### src/rtl/instruction_fetch.sv
// Fetch stage of the multicycle MIPS core: reads the word at pc over an Avalon-style bus,
// latches it into the instruction register and splits it into decode fields.
// Define IFETCH_TIMEOUT_EN to fault a fetch that waits more than TIMEOUT_CYCLES cycles.
module instruction_fetch #(
    parameter logic [31:0] HALT_ADDR      = 32'h0000_0000,
    parameter int unsigned TIMEOUT_CYCLES = 255,
    parameter int unsigned CNT_W          = 8
) (
    input  logic        clk,
    input  logic        rst,
    input  logic [1:0]  state,
    input  logic [31:0] pc,
    input  logic        mem_waitrequest,
    input  logic [31:0] mem_readdata,
    output logic [31:0] mem_address,
    output logic        mem_read,
    output logic [3:0]  mem_byteenable,
    output logic        stall,
    output logic [31:0] instr,
    output logic [5:0]  opcode,
    output logic [4:0]  rs_idx,
    output logic [4:0]  rt_idx,
    output logic [4:0]  rd_idx,
    output logic [4:0]  shamt,
    output logic [5:0]  funct,
    output logic [15:0] I_immediate,
    output logic [25:0] J_immediate,
    output logic        halted,
    output logic        fetch_fault
);

    typedef enum logic [1:0] {
        StIdle  = 2'd0,
        StDone  = 2'd1,
        StHalt  = 2'd2,
        StFault = 2'd3
    } fsm_e;

    localparam longint unsigned CntMax = (64'd1 << CNT_W) - 64'd1;

    if (CNT_W < 1 || CNT_W > 32 || CntMax < 64'(TIMEOUT_CYCLES)) begin : g_bad_cfg
        $error("instruction_fetch: CNT_W too small for TIMEOUT_CYCLES");
    end

    fsm_e        fsm_q, fsm_d;
    logic [31:0] instr_q, instr_d;
    logic        fetch;
    logic        rd_req;
    logic        stall_raw;
    logic        timeout;

`ifdef IFETCH_TIMEOUT_EN
    logic [CNT_W-1:0] cnt_q, cnt_d;

    // Counts only cycles spent waiting on an issued read; anything else clears it.
    always_comb begin
        cnt_d = '0;
        if (rd_req && mem_waitrequest) begin
            cnt_d = cnt_q + 1'b1;
        end
    end

    always_ff @(posedge clk or negedge rst) begin
        if (!rst) begin
            cnt_q <= '0;
        end else begin
            cnt_q <= cnt_d;
        end
    end

    assign timeout = (cnt_q == CNT_W'(TIMEOUT_CYCLES));
`else
    assign timeout = 1'b0;
`endif

    assign fetch = (state == 2'd0);

    always_comb begin
        fsm_d     = fsm_q;
        instr_d   = instr_q;
        rd_req    = 1'b0;
        stall_raw = 1'b0;
        case (fsm_q)
            StIdle: begin
                if (fetch) begin
                    if (pc == HALT_ADDR) begin
                        fsm_d     = StHalt;
                        stall_raw = 1'b1;
                    end else if (pc[1:0] != 2'b00) begin
                        fsm_d     = StFault;
                        stall_raw = 1'b1;
                    end else begin
                        rd_req = 1'b1;
                        if (!mem_waitrequest) begin
                            // Acceptance beats a timeout reached in the same cycle.
                            instr_d = mem_readdata;
                            fsm_d   = StDone;
                        end else begin
                            stall_raw = 1'b1;
                            if (timeout) begin
                                fsm_d = StFault;
                            end
                        end
                    end
                end
            end
            StDone: begin
                if (!fetch) begin
                    fsm_d = StIdle;
                end
            end
            StHalt, StFault: begin
                stall_raw = fetch;
            end
            default: begin
                fsm_d = StIdle;
            end
        endcase
    end

    always_ff @(posedge clk or negedge rst) begin
        if (!rst) begin
            fsm_q   <= StIdle;
            instr_q <= 32'h0000_0000;
        end else begin
            fsm_q   <= fsm_d;
            instr_q <= instr_d;
        end
    end

    // Gated by rst so an in-flight read is withdrawn the moment reset asserts.
    assign mem_read       = rd_req & rst;
    assign stall          = stall_raw & rst;
    assign mem_address    = pc;
    assign mem_byteenable = 4'b1111;

    assign halted      = (fsm_q == StHalt);
    assign fetch_fault = (fsm_q == StFault);

    assign instr       = instr_q;
    assign opcode      = instr_q[31:26];
    assign rs_idx      = instr_q[25:21];
    assign rt_idx      = instr_q[20:16];
    assign rd_idx      = instr_q[15:11];
    assign shamt       = instr_q[10:6];
    assign funct       = instr_q[5:0];
    assign I_immediate = instr_q[15:0];
    assign J_immediate = instr_q[25:0];

endmodule

### config.mk
export PLATFORM = sky130hd
export DESIGN_NAME = instruction_fetch
export DESIGN_NICKNAME = d
export VERILOG_FILES = /design/src/rtl/instruction_fetch.sv
export SDC_FILE = /design/constraint.sdc
export NUM_CORES = 1
export LEC_CHECK = 0
export CELL_PAD_IN_SITES_DETAIL_PLACEMENT = 1
export CELL_PAD_IN_SITES_GLOBAL_PLACEMENT = 1
export CORE_MARGIN = 5
export CORE_UTILIZATION = 21
export CTS_CLUSTER_SIZE = 20
export DETAILED_ROUTE_END_ITERATION = 8
export GPL_TIMING_DRIVEN = 0
export HOLD_SLACK_MARGIN = 0.1
export PLACE_DENSITY_LB_ADDON = 0.1
export SLEW_MARGIN = 0
export SYNTH_ARGS = -nofsm -noshare
export SYNTH_HDL_FRONTEND = slang
export SYNTH_SLANG_ARGS = --single-unit
### constraint.sdc
create_clock -name clk -period 1.8 [get_ports clk]
set_clock_uncertainty 0.15 [all_clocks]
set_input_delay 0.36 -clock clk [delete_from_list [all_inputs] [get_ports clk]]
set_output_delay 0.36 -clock clk [all_outputs]
set_load 0.02 [all_outputs]
Signal wires on met1:
Scale bar: 20 um. Supply wires on this layer in gray.
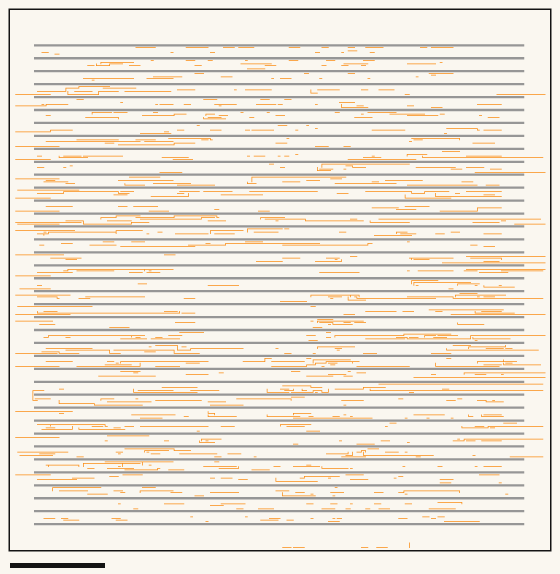
- longest straight run: 36.3 um
- main direction: horizontal
- share of all routed wire: 39%
- nets with wire on the layer: 429
met1 Use GR: 13.5%
vias: 2217
Post-Route WL: 8510 um

Congestion heat map:
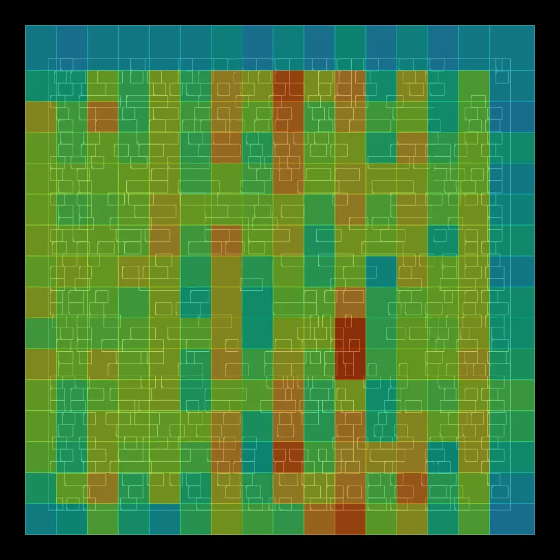
DR WL/cell: 14.7 um
GR Layer Usage met3: 5.31%

==> impl_metrics.env <==
# flow metrics
export IMPL_coreArea_mm2=0.0104
export IMPL_placed_area_mm2=0.00455
export IMPL_grt_max_degree=37
export IMPL_rsz0062_at_grt="true"
export IMPL_die_h_um=114
export IMPL_nets=509
export IMPL_drt_iter0_drc=25
export IMPL_p_leak_uw=0.00288
export IMPL_fin_crit_sh_pct=111
export IMPL_drv_slew=0
export IMPL_cts_root_buf="clkbuf_8"
export IMPL_finalPower_uw=3180
export IMPL_hold_viol=34
export IMPL_topCombFamilyByArea="buffers and inverters"
export IMPL_gr_usage_all_layers_pct=12.1
export IMPL_p_sw_share_pct=36.4
export IMPL_clock_sinks=34
export IMPL_chipArea_mm2=0.0129
export IMPL_ys_sh_mux_pct=16.0
export IMPL_syn_area_mm2=0.00225
export IMPL_antenna_cells=0
export IMPL_ys_cells=208
export IMPL_fin_ws_ns=-0.204
export IMPL_crit_family="simple AND/OR/NAND/NOR gates"
export IMPL_layout_top_cells="buf_4 (118), dlygate4sd2_1 (107), clkdlybuf4s50_1 (62)"
export IMPL_die_w_um=114
export IMPL_ys_warn_count=0
export IMPL_ys_sh_adder_pct=0
export IMPL_violations="negative hold slack, negative setup slack"
export IMPL_crit_type="in2out"
export IMPL_comb_power_uw=1610
export IMPL_utilization_pct=47.0
export IMPL_post_route_cell_area_mm2=0.00487
export IMPL_seq_power_uw=978
export IMPL_whs_ns=-0.122
export IMPL_grt_pass1_vias=2385
export IMPL_layout_top_cell="buf_4"
export IMPL_status="finished with violations"
export IMPL_ys_sh_xor_pct=0
export IMPL_r2r_cells=5
export IMPL_viasPerCell=3.84
export IMPL_crit_start="pc[28]"
export IMPL_initial_core_util_pct=21.7
export IMPL_wl_met1_um=3320
export IMPL_cts_clk_slew_worst_paths_ns=0.07
export IMPL_ys_flops=34
export IMPL_numCtsBuffers=5
export IMPL_rrSetupSlack_ns=0
export IMPL_p_clk_uw=594
export IMPL_place_congestion=0.786
export IMPL_p_per_area_mw_per_mm2=653
export IMPL_synth_simple_area_share_pct=5.01
export IMPL_path_max_fanout=2
export IMPL_p_seq_share_pct=30.7
export IMPL_wl_met3_um=858
export IMPL_p_sw_uw=1160
export IMPL_gr_usage_met2_pct=21.6
export IMPL_clockBufferDepth=2
export IMPL_worst_path_buf_inv=2
export IMPL_drive_gt1_share_pct=49.0
export IMPL_maxCapViolCount=0
export IMPL_p_clk_share_pct=18.7
export IMPL_path_cells="buf_6 > nor4_4 > nand4_1 > o21ai_2 > o2111a_2 > buf_6"
export IMPL_portBuffers=210
export IMPL_critPathCaptureType="output pin"
export IMPL_drc=0
export IMPL_htreeDepth=2
export IMPL_reg2reg_to="instr[23]$_DFFE_PN0P_"
export IMPL_warnings=31
export IMPL_yosys_area_share_aoi_pct=2.78
export IMPL_crit_arrival_ns=1.49
export IMPL_peakVddDrop_v=0.000284
export IMPL_clock_fmax_mhz=499
export IMPL_post_route_min_period_ns=2.00
export IMPL_nFillCells=1206
export IMPL_grt_antenna_before_repair=0
export IMPL_setup_worst_path_end="stall"
export IMPL_p_int_uw=2020
export IMPL_ys_seq_share_pct=37.8
export IMPL_clk_latency_ns=0.27
export IMPL_grt_overflow_total=0
export IMPL_busiest_layer="met2"
export IMPL_crit_slowest_cell="nor4_4"
export IMPL_cpPeakStageDelay_ns=0.28
export IMPL_timing_rr_start="fsm_q[1]$_DFFE_PN0P_"
export IMPL_pwr_share_comb_pct=50.6
export IMPL_grt_pass1_wl_um=12600
export IMPL_num_rows=37
export IMPL_route_antenna_remaining_nets=0
export IMPL_power_leader="combinational logic"
export IMPL_ys_area_mm2=0.00225
export IMPL_setup_viol=34
export IMPL_start_kind="input pin"
export IMPL_dp_hpwl_um=6780
export IMPL_cts_tree="yes"
export IMPL_avgSynthCellArea_um2=10.8
export IMPL_top_layer_used="met4"
export IMPL_syn_to_final_growth_pct=117
export IMPL_path_depth=6
export IMPL_drtPass1Iterations=3
Met2 routing:
Scale bar: 20 um.
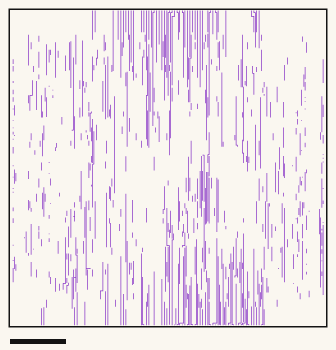
- nets with wire on the layer: 467
- longest straight run: 40.6 um

Signal wires on met3:
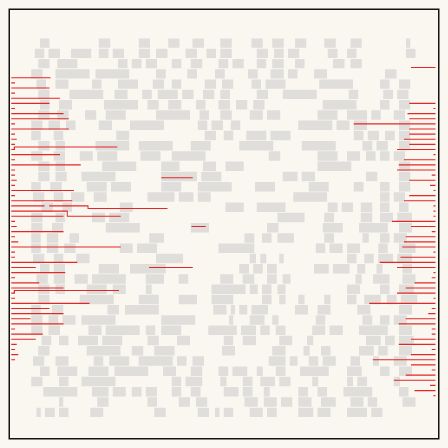
- nets with wire on the layer: 116
- share of all routed wire: 10%

## cell type report
cell class | count | area, um^2 | share of cell area (%)
repair buffers | 222 | 2070 | 42.6
plain buffers | 113 | 881 | 18.1
flip-flops and latches | 34 | 855 | 17.5
multi-input cells | 64 | 798 | 16.4
well taps | 136 | 170 | 3.49
clock buffers | 6 | 82.6 | 1.69
clock inverters | 2 | 12.5 | 0.257
## worst min-delay path by stage
stage	startpoint	end	depth (start not counted)
floorplan	rst	fsm_q[0]$_DFFE_PN0P_	0
global placement	instr[30]$_DFFE_PN0P_	instr[30]$_DFFE_PN0P_	1
detailed placement	rst	instr[23]$_DFFE_PN0P_	1
CTS	rst	instr[23]$_DFFE_PN0P_	1
global route	rst	instr[23]$_DFFE_PN0P_	1
finish	rst	instr[30]$_DFFE_PN0P_	1
## repair_timing
action / in CTS / in global routing
gates resized: 306 / 24
cloned: 1 / 2
setup buffers: 8 / 3
hold endpoints to repair: 34 / 34
pin swaps: 13 / 5
endpoints found under the setup margin: 173 / 43
## through the flow
stage	instances	setup WS (ns)
final	577	-0.204
after floorplan	211	-0.0845
after global routing	577	-0.358
after global placement	557	-1.83
after detailed placement	557	-1.33
after CTS	574	-0.186
## synth_stat cells
master	instances	area, um^2
o21a_1	1	7.51
nand4_1	2	12.5
a21o_1	1	7.51
buf_6	3	33.8
mux2_2	30	338
nor2_1	3	11.3
nand2b_1	1	6.26
o2111a_1	1	11.3
nand2_1	1	3.75
conb_1	1	3.75
o22a_1	1	8.76
dfrtp_1	34	851
buf_4	110	826
a21oi_1	1	5.00
o21ai_0	2	10.0
and2_1	1	6.26
mux2_1	2	22.5
nor2b_1	1	6.26
nor4_1	9	56.3
o211ai_2	1	12.5
nor3_1	2	10.0
## state kept, by name (all words and copies together), names as in the netlist
name and cells:
fsm_q 2, instr 32
